Run 1, metal 1:
Supply wires on this layer in gray.
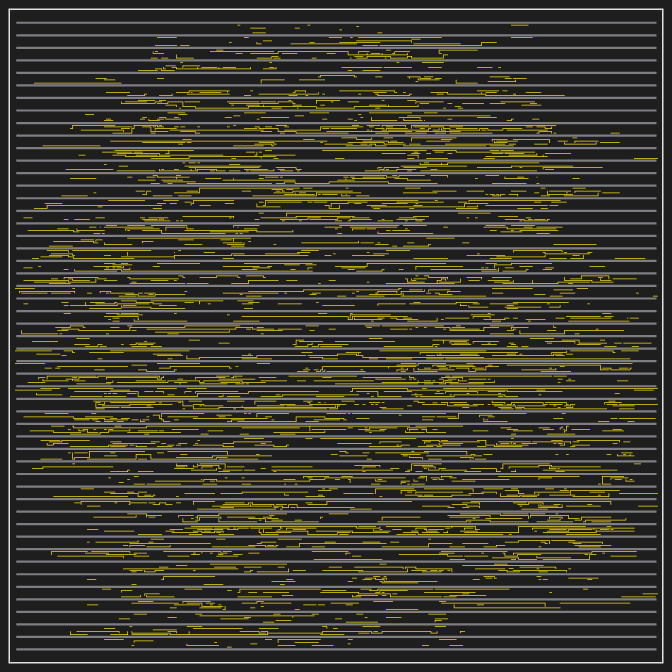
Run 1, cell outlines without signal wires:
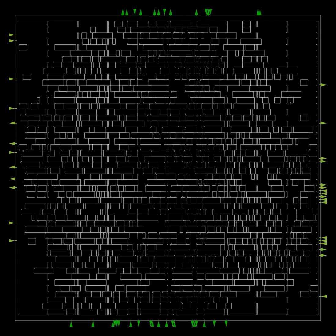
Run 1, routed metal per tile:
28 x 28 tiles, from black (low) to pale yellow (high), scaled to the fullest tile. Values are wire area over tile area, all layers added.
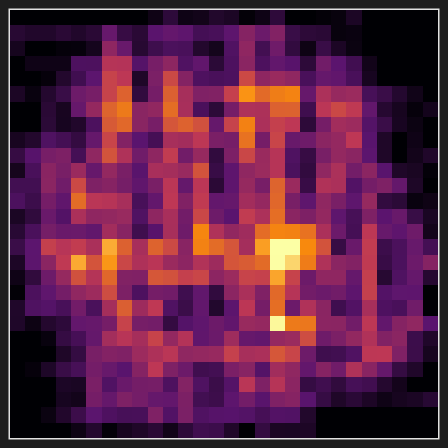
## src/rtl/alu_reg_bank.sv

```systemverilog
// alu_reg_bank: per-channel operand/command registers, round-robin issue to one shared ALU port.
// Read latency 1 cycle; grant held until alu_ready. Optional irq/CTRL.IE via ALU_REG_BANK_IRQ_EN.
module alu_reg_bank #(
    parameter int DATA_WIDTH = 8,
    parameter int NUM_CH     = 4,
    parameter int OP_WIDTH   = 3
) (
    input  logic                      clk,
    input  logic                      reset,
    input  logic                      enable,
    input  logic                      rd_wr,
    input  logic [$clog2(NUM_CH)+2:0] addr,
    input  logic [DATA_WIDTH-1:0]     wr_data,
    output logic [DATA_WIDTH-1:0]     rd_data,
    output logic                      alu_valid,
    input  logic                      alu_ready,
    output logic [DATA_WIDTH-1:0]     alu_a,
    output logic [DATA_WIDTH-1:0]     alu_b,
    output logic [OP_WIDTH-1:0]       alu_op,
    output logic [$clog2(NUM_CH)-1:0] alu_ch,
    input  logic                      alu_res_valid,
    input  logic [$clog2(NUM_CH)-1:0] alu_res_ch,
    input  logic [DATA_WIDTH-1:0]     alu_res,
    output logic [NUM_CH-1:0]         busy
`ifdef ALU_REG_BANK_IRQ_EN
    ,
    output logic                      irq
`endif
);
    localparam int CH_W = $clog2(NUM_CH);

    typedef enum logic [1:0] {S_IDLE = 2'd0, S_PEND = 2'd1, S_ISS = 2'd2} state_t;

    state_t                r_state     [NUM_CH];
    state_t                w_state_nxt [NUM_CH];
    logic [DATA_WIDTH-1:0] r_a   [NUM_CH];
    logic [DATA_WIDTH-1:0] r_b   [NUM_CH];
    logic [DATA_WIDTH-1:0] r_res [NUM_CH];
    logic [OP_WIDTH-1:0]   r_op  [NUM_CH];
    logic [NUM_CH-1:0]     r_done, r_ovr, w_done_nxt, w_ovr_nxt;
    logic                  r_gnt_vld;
    logic [CH_W-1:0]       r_gnt_ch, r_last, w_pick_ch, w_c;
    logic                  w_pick_vld, w_accept, w_wr, w_rd;
    logic [DATA_WIDTH-1:0] r_alu_a, r_alu_b, r_rd_data, w_rd_mux;
    logic [OP_WIDTH-1:0]   r_alu_op;
    logic [CH_W-1:0]       w_ch;
    logic [2:0]            w_idx;
`ifdef ALU_REG_BANK_IRQ_EN
    logic [NUM_CH-1:0]     r_ie;
    logic                  r_irq;
    assign irq = r_irq;
`endif

    assign w_wr      = enable & ~rd_wr;
    assign w_rd      = enable & rd_wr;
    assign w_ch      = addr[CH_W+2:3];
    assign w_idx     = addr[2:0];
    assign w_accept  = r_gnt_vld & alu_ready;
    assign rd_data   = r_rd_data;
    assign alu_valid = r_gnt_vld;
    assign alu_a     = r_alu_a;
    assign alu_b     = r_alu_b;
    assign alu_op    = r_alu_op;
    assign alu_ch    = r_gnt_ch;

    for (genvar g = 0; g < NUM_CH; g++) begin : g_busy
        assign busy[g] = (r_state[g] != S_IDLE);
    end

    // Set events take priority over the read-to-clear of STATUS in the same cycle.
    always_comb begin
        w_done_nxt = r_done;
        w_ovr_nxt  = r_ovr;
        for (int i = 0; i < NUM_CH; i++) begin
            w_state_nxt[i] = r_state[i];
            if (w_rd && w_ch == CH_W'(i) && w_idx == 3'd5) begin
                w_done_nxt[i] = 1'b0;
                w_ovr_nxt[i]  = 1'b0;
            end
            if (w_wr && w_ch == CH_W'(i) && w_idx <= 3'd3 && r_state[i] != S_IDLE)
                w_ovr_nxt[i] = 1'b1;
            case (r_state[i])
                S_IDLE: if (w_wr && w_ch == CH_W'(i) && w_idx == 3'd3 && wr_data[0]) begin
                    w_state_nxt[i] = S_PEND;
                    w_done_nxt[i]  = 1'b0;
                end
                S_PEND: if (w_accept && r_gnt_ch == CH_W'(i)) w_state_nxt[i] = S_ISS;
                S_ISS: if (alu_res_valid && alu_res_ch == CH_W'(i)) begin
                    w_state_nxt[i] = S_IDLE;
                    w_done_nxt[i]  = 1'b1;
                end
                default: w_state_nxt[i] = S_IDLE;
            endcase
        end
    end

    // Descending scan so the nearest pending channel after r_last wins.
    always_comb begin
        w_pick_vld = 1'b0;
        w_pick_ch  = '0;
        w_c        = '0;
        for (int k = NUM_CH; k >= 1; k--) begin
            w_c = r_last + CH_W'(k);
            if (r_state[w_c] == S_PEND) begin
                w_pick_vld = 1'b1;
                w_pick_ch  = w_c;
            end
        end
    end

    always_comb begin
        w_rd_mux = '0;
        case (w_idx)
            3'd0: w_rd_mux = r_a[w_ch];
            3'd1: w_rd_mux = r_b[w_ch];
            3'd2: w_rd_mux[OP_WIDTH-1:0] = r_op[w_ch];
`ifdef ALU_REG_BANK_IRQ_EN
            3'd3: w_rd_mux[1] = r_ie[w_ch];
`endif
            3'd4: w_rd_mux = r_res[w_ch];
            3'd5: w_rd_mux[2:0] = {r_ovr[w_ch], r_done[w_ch], busy[w_ch]};
            default: w_rd_mux = '0;
        endcase
    end

    always_ff @(posedge clk or negedge reset) begin
        if (!reset) begin
            for (int i = 0; i < NUM_CH; i++) r_state[i] <= S_IDLE;
        end else begin
            for (int i = 0; i < NUM_CH; i++) r_state[i] <= w_state_nxt[i];
        end
    end

    always_ff @(posedge clk or negedge reset) begin
        if (!reset) begin
            for (int i = 0; i < NUM_CH; i++) begin
                r_a[i]   <= '1;
                r_b[i]   <= '1;
                r_op[i]  <= '1;
                r_res[i] <= '0;
            end
            r_done <= '0;
            r_ovr  <= '0;
`ifdef ALU_REG_BANK_IRQ_EN
            r_ie   <= '0;
`endif
        end else begin
            r_done <= w_done_nxt;
            r_ovr  <= w_ovr_nxt;
            for (int i = 0; i < NUM_CH; i++) begin
                if (w_wr && w_ch == CH_W'(i) && r_state[i] == S_IDLE) begin
                    case (w_idx)
                        3'd0: r_a[i]  <= wr_data;
                        3'd1: r_b[i]  <= wr_data;
                        3'd2: r_op[i] <= wr_data[OP_WIDTH-1:0];
`ifdef ALU_REG_BANK_IRQ_EN
                        3'd3: r_ie[i] <= wr_data[1];
`endif
                        default: ;
                    endcase
                end
                if (alu_res_valid && alu_res_ch == CH_W'(i) && r_state[i] == S_ISS)
                    r_res[i] <= alu_res;
            end
        end
    end

    always_ff @(posedge clk or negedge reset) begin
        if (!reset) begin
            r_gnt_vld <= 1'b0;
            r_gnt_ch  <= '0;
            r_last    <= CH_W'(NUM_CH - 1);
            r_alu_a   <= '0;
            r_alu_b   <= '0;
            r_alu_op  <= '0;
        end else if (w_accept) begin
            r_gnt_vld <= 1'b0;
        end else if (!r_gnt_vld && w_pick_vld) begin
            r_gnt_vld <= 1'b1;
            r_gnt_ch  <= w_pick_ch;
            r_last    <= w_pick_ch;
            r_alu_a   <= r_a[w_pick_ch];
            r_alu_b   <= r_b[w_pick_ch];
            r_alu_op  <= r_op[w_pick_ch];
        end
    end

    always_ff @(posedge clk or negedge reset) begin
        if (!reset) begin
            r_rd_data <= '1;
`ifdef ALU_REG_BANK_IRQ_EN
            r_irq     <= 1'b0;
`endif
        end else begin
            if (w_rd) r_rd_data <= w_rd_mux;
`ifdef ALU_REG_BANK_IRQ_EN
            r_irq <= |(r_done & r_ie);
`endif
        end
    end
endmodule

```

## config.mk

```make
export PLATFORM = sky130hd
export DESIGN_NAME = alu_reg_bank
export DESIGN_NICKNAME = d
export VERILOG_FILES = /design/src/rtl/alu_reg_bank.sv
export SDC_FILE = /design/constraint.sdc
export NUM_CORES = 1
export LEC_CHECK = 0
export ABC_CLOCK_PERIOD_IN_PS = 2190
export CELL_PAD_IN_SITES_DETAIL_PLACEMENT = 1
export CELL_PAD_IN_SITES_GLOBAL_PLACEMENT = 2
export CORE_UTILIZATION = 41
export CTS_BUF_LIST = sky130_fd_sc_hd__clkbuf_16
export DETAILED_ROUTE_END_ITERATION = 8
export PLACE_DENSITY = 0.8
export SYNTH_ARGS = -nofsm -noshare
export SYNTH_HDL_FRONTEND = slang
export SYNTH_SLANG_ARGS = --single-unit
```

## constraint.sdc

```tcl
create_clock -name clk -period 2.19 [get_ports clk]
set_input_delay 0.438 -clock clk [delete_from_list [all_inputs] [get_ports clk]]
set_output_delay 0.438 -clock clk [all_outputs]
set_load 0.05 [all_outputs]
```

==> reports/results.txt, run 1 <==
Main logic family after synthesis: multiplexers
Die Width: 141 um
CP Max Fanout: 6
Max-slew violations: 0
Initial antenna violation count: 0
Mux frac, synth: 25.0%
Dominant flop cell: dfstp_2
Status: completed
IR Drop Worst-Case VDD: 0.000648 V
Pint: 7.28 mW
Die height: 141 um
# setup viols final: 0
Max-cap violations: 0
Syn. warnings: 0
Worst setup EP type: output pin
CTS buffer count: 17
Crit-path max cell delay: 0.83 ns
Avg WL per Cell: 23.5 um
Number of global-route vias before repair: 6362
Core box area: 18900 um2
Worst path bufs/invs: 1
CTS tree: yes
CP Class: reg -> out
Post-synth top area cell: dfstp_2
Combinational group share of total power: 38.5%
Boundary pin count: 63
Chip footprint: 20000 um2
-- 'metal 1' (at the start) --
main direction	horizontal
longest straight run	57.0 um
nets with wire on the layer	677
share of all routed wire	42%

-- 'cell outlines without signal wires' (at the start) --
final core occ: 51.9%
flop share of the area: 40.9%
Finished Layout Cells: 970
std cell rows: 50

-- 'routed metal per tile' (at the start) --
tiles over half the peak	13%
mean over tiles	0.18
fullest tile	0.64
densest ninth of the die	middle

## run 1: final timing paths
| path | startpoint | endpoint | depth (start not counted) | slack (ns) |
|---|---|---|---|---|
| max in group asynchronous | reset | r_b[2] | 3 | 0.90 |
| min reg2reg | alu_op[1] | alu_op[1] | 2 | 0.48 |
| min in group asynchronous | reset | r_state[5] | 2 | 0.55 |
| max reg2reg | r_state[5] | alu_a[5] | 6 | 0.14 |
| min | addr[3] | r_done[3] | 2 | 0.48 |
| max | alu_valid | alu_valid | 1 | 0.07 |
## run 1: state kept, by name, summed over array words and instances, names as in the netlist, 4 cells and up
| register | flops |
|---|---|
| alu_a | 8 |
| r_op | 12 |
| r_a | 32 |
| rd_data | 8 |
| r_state | 8 |
| r_ovr | 4 |
| r_res | 32 |
| r_done | 4 |
| r_b | 32 |
| alu_b | 8 |
## run 1: layout make-up
cell class              instances  area (um2)  share of cell area, %
clock inverters                15         183                   1.86
inverters                       9        33.8                  0.345
well taps                     260         325                   3.32
repair buffers                114        1100                   11.2
multi-input cells             399        3720                   38.0
clock buffers                  17         425                   4.34
flip-flops and latches        156        4010                   40.9
## run 1: Yosys cell counts, drive strengths merged (11+ instances only)
cell type and n:
dfrtp 70, dfstp 86, o31ai 20, nand2 52
a211oi 38, o21ai 11, mux4 32, and3 38
clkbuf 18, nand2b 12, mux2 108, buf 24
## run 1: cells by family after synthesis
logic type,Yosys count
flip-flops,156
AND/OR/NAND/NOR,147
multiplexers,146
AND-OR/OR-AND,106
buffers and inverters,51
## run 1: metrics by stage
stage / area (um2) / hold slack (ns)
2_1_floorplan: 7980 / 0.142
3_3_place_gp: 9180 / 0.442
3_5_place_dp: 9180 / 0.449
4_1_cts: 9790 / 0.473
5_1_grt: 9800 / 0.515
6_report: 9800 / 0.480
## run 1: power by group through the flow
stage	Clock, mW	Sequential, mW	Combinational (mW)
final	3.08	4.09	4.48
after CTS	3.13	4.08	4.50
after detailed placement	0	4.12	4.48
after global placement	0	4.07	4.39
after global routing	3.24	4.17	4.79
after floorplan	0	4.54	2.41
## run 1: repair_timing
item | in CTS | in global routing
hold buffers | 1 | 0
setup buffers | 0 | 1
pin swaps | 0 | 1
hold endpoints to repair | 4 | 0
resized | 6 | 3
endpoints found under the setup margin | 6 | 4
## run 1: layer usage
metal,wire (um),vias to the layer above
met5,0,-
met4,701,0
met3,804,43
met2,11800,140
met1,9510,2960
li1,-,2478
==> run 2: changes to the inputs <==
--- a/config.mk
+++ b/config.mk
@@ -8,6 +8,8 @@
 export ABC_CLOCK_PERIOD_IN_PS = 2190
 export CELL_PAD_IN_SITES_DETAIL_PLACEMENT = 1
 export CELL_PAD_IN_SITES_GLOBAL_PLACEMENT = 2
+export CORE_ASPECT_RATIO = 1.25
+export CORE_MARGIN = 4
 export CORE_UTILIZATION = 41
 export CTS_BUF_LIST = sky130_fd_sc_hd__clkbuf_16
 export DETAILED_ROUTE_END_ITERATION = 8
Run 2, cell outlines without signal wires:
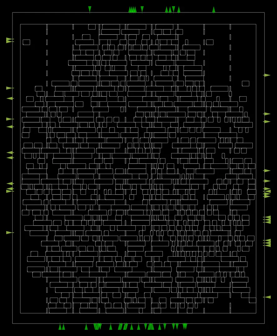
final core occ: 51.5%
flop share of the area: 41.2%

==> reports/results.txt, run 2 <==
Worst setup path end: alu_valid
Number of global-route vias before repair: 6475
Chip footprint: 21800 um2
Setup crit start: alu_valid
Worst setup EP type: output pin
Most frequent logic cell in the layout: dfstp_2
Tot Pwr: 11.2 mW
Post-synth top area cell: dfstp_2
Max-cap violations: 0
Most frequent cells after synthesis: dfstp_2, mux2_2, dfrtp_1
Die Width: 133 um
Worst path bufs/invs: 1
Synth unique cells: 49
Mux frac, synth: 25.0%
CP Max Fanout: 6
Worst flop-to-flop path endpoint: alu_a[3]
Boundary pin count: 63
Reg-to-reg critical path startpoint: r_state[5]
Std cell rows: 56
Avg WL per Cell: 24.7 um
Combinational group share of total power: 39.6%
Post-CTS setup buffers: 0
Status: completed
Worst Reg-to-Reg Cells: 6
Crit-path max cell delay: 0.83 ns
Main logic family after synthesis: multiplexers
# setup viols final: 0
Critical path depth: 1
CP Class: reg -> out
Count leader, synth: dfstp_2
CTS buffer count: 17
IR Drop Worst-Case VDD: 0.000611 V
Initial antenna violation count: 0
Max-slew violations: 0
Largest regs: r_a (32), r_b (32), r_res (32)
Core box area: 18900 um2
Min-Delay Startpoint: alu_b[1]
Syn. warnings: 0
Die height: 164 um
WHS: 0.486 ns
Worst Path Required: 1.75 ns
Buffers added on ports: 62
Dominant flop cell: dfstp_2
Pint: 6.83 mW
Finished Layout Cells: 952
[run 2: cell count changes in the layout (fill, tap and decap cells not counted)]
cell	before	now
inv_1	11	10
clkinv_2	1	2
buf_12	9	8
clkinv_4	1	4
clkinvlp_4	4	2
inv_6	0	3
buf_4	48	60
dlymetal6s2s_1	2	1
bufinv_16	4	0
[run 2: cells by family (layout without fill, tap and decap cells)]
kind of cell	after synthesis	count (layout)
buffers and inverters	51	165
flip-flops	156	156
AND-OR/OR-AND	106	106
AND/OR/NAND/NOR	147	147
multiplexers	146	146
[run 2: metrics by stage]
stage	utilization, %	cell area (um2)	setup slack, ns
2_1_floorplan	-	7980	0.209
3_3_place_gp	48.7	9210	-0.0487
3_5_place_dp	48.7	9210	-0.0951
4_1_cts	51.5	9740	0.00251
5_1_grt	51.5	9740	0.0158
6_report	51.5	9740	0.0796
[run 2: worst min-delay path by stage]
| stage | endpoint | slack, ns | cells after the start |
|---|---|---|---|
| 2_1_floorplan | alu_a[0] | 0.14 | 0 |
| 3_3_place_gp | r_done[0] | 0.41 | 1 |
| 3_5_place_dp | r_state[3] | 0.42 | 1 |
| 4_1_cts | alu_b[1] | 0.50 | 2 |
| 5_1_grt | alu_b[0] | 0.51 | 2 |
| 6_report | alu_b[1] | 0.49 | 2 |
[run 2: routing by layer]
layer | vias to the layer above | share of wire, % | GRT usage (%)
met3 | 27 | 2.3 | 3.37
met5 | - | 0 | 0
met1 | 2966 | 40 | 26.3
met4 | 0 | 1.5 | 6.10
met2 | 91 | 56 | 43.4
li1 | 2496 | - | -
[run 2: power groups by stage]
stage,clock [mW],combinational [mW],sequential [mW]
finish,2.66,4.44,4.10
global route,2.87,4.76,4.18
CTS,2.73,4.47,4.10
detailed placement,0,4.46,4.14
global placement,0,4.37,4.09
floorplan,0,2.41,4.54
[run 2: timing repair]
| item | CTS | global route |
|---|---|---|
| hold buffers | 1 | 0 |
| pin swaps | 0 | 0 |
| hold endpoints to repair | 16 | 0 |
| endpoints found under the setup margin | 6 | 2 |
| gates resized | 6 | 2 |
[run 2: cell type report]
type	count	area [um2]	share of cell area, %
clock inverters	15	101	1.04
clock buffers	17	425	4.37
flip-flops and latches	156	4010	41.2
multi-input cells	399	3720	38.2
inverters	9	33.8	0.347
well taps	232	290	2.98
repair buffers	124	1160	11.9
Power is estimated from default activity; no workload was simulated.
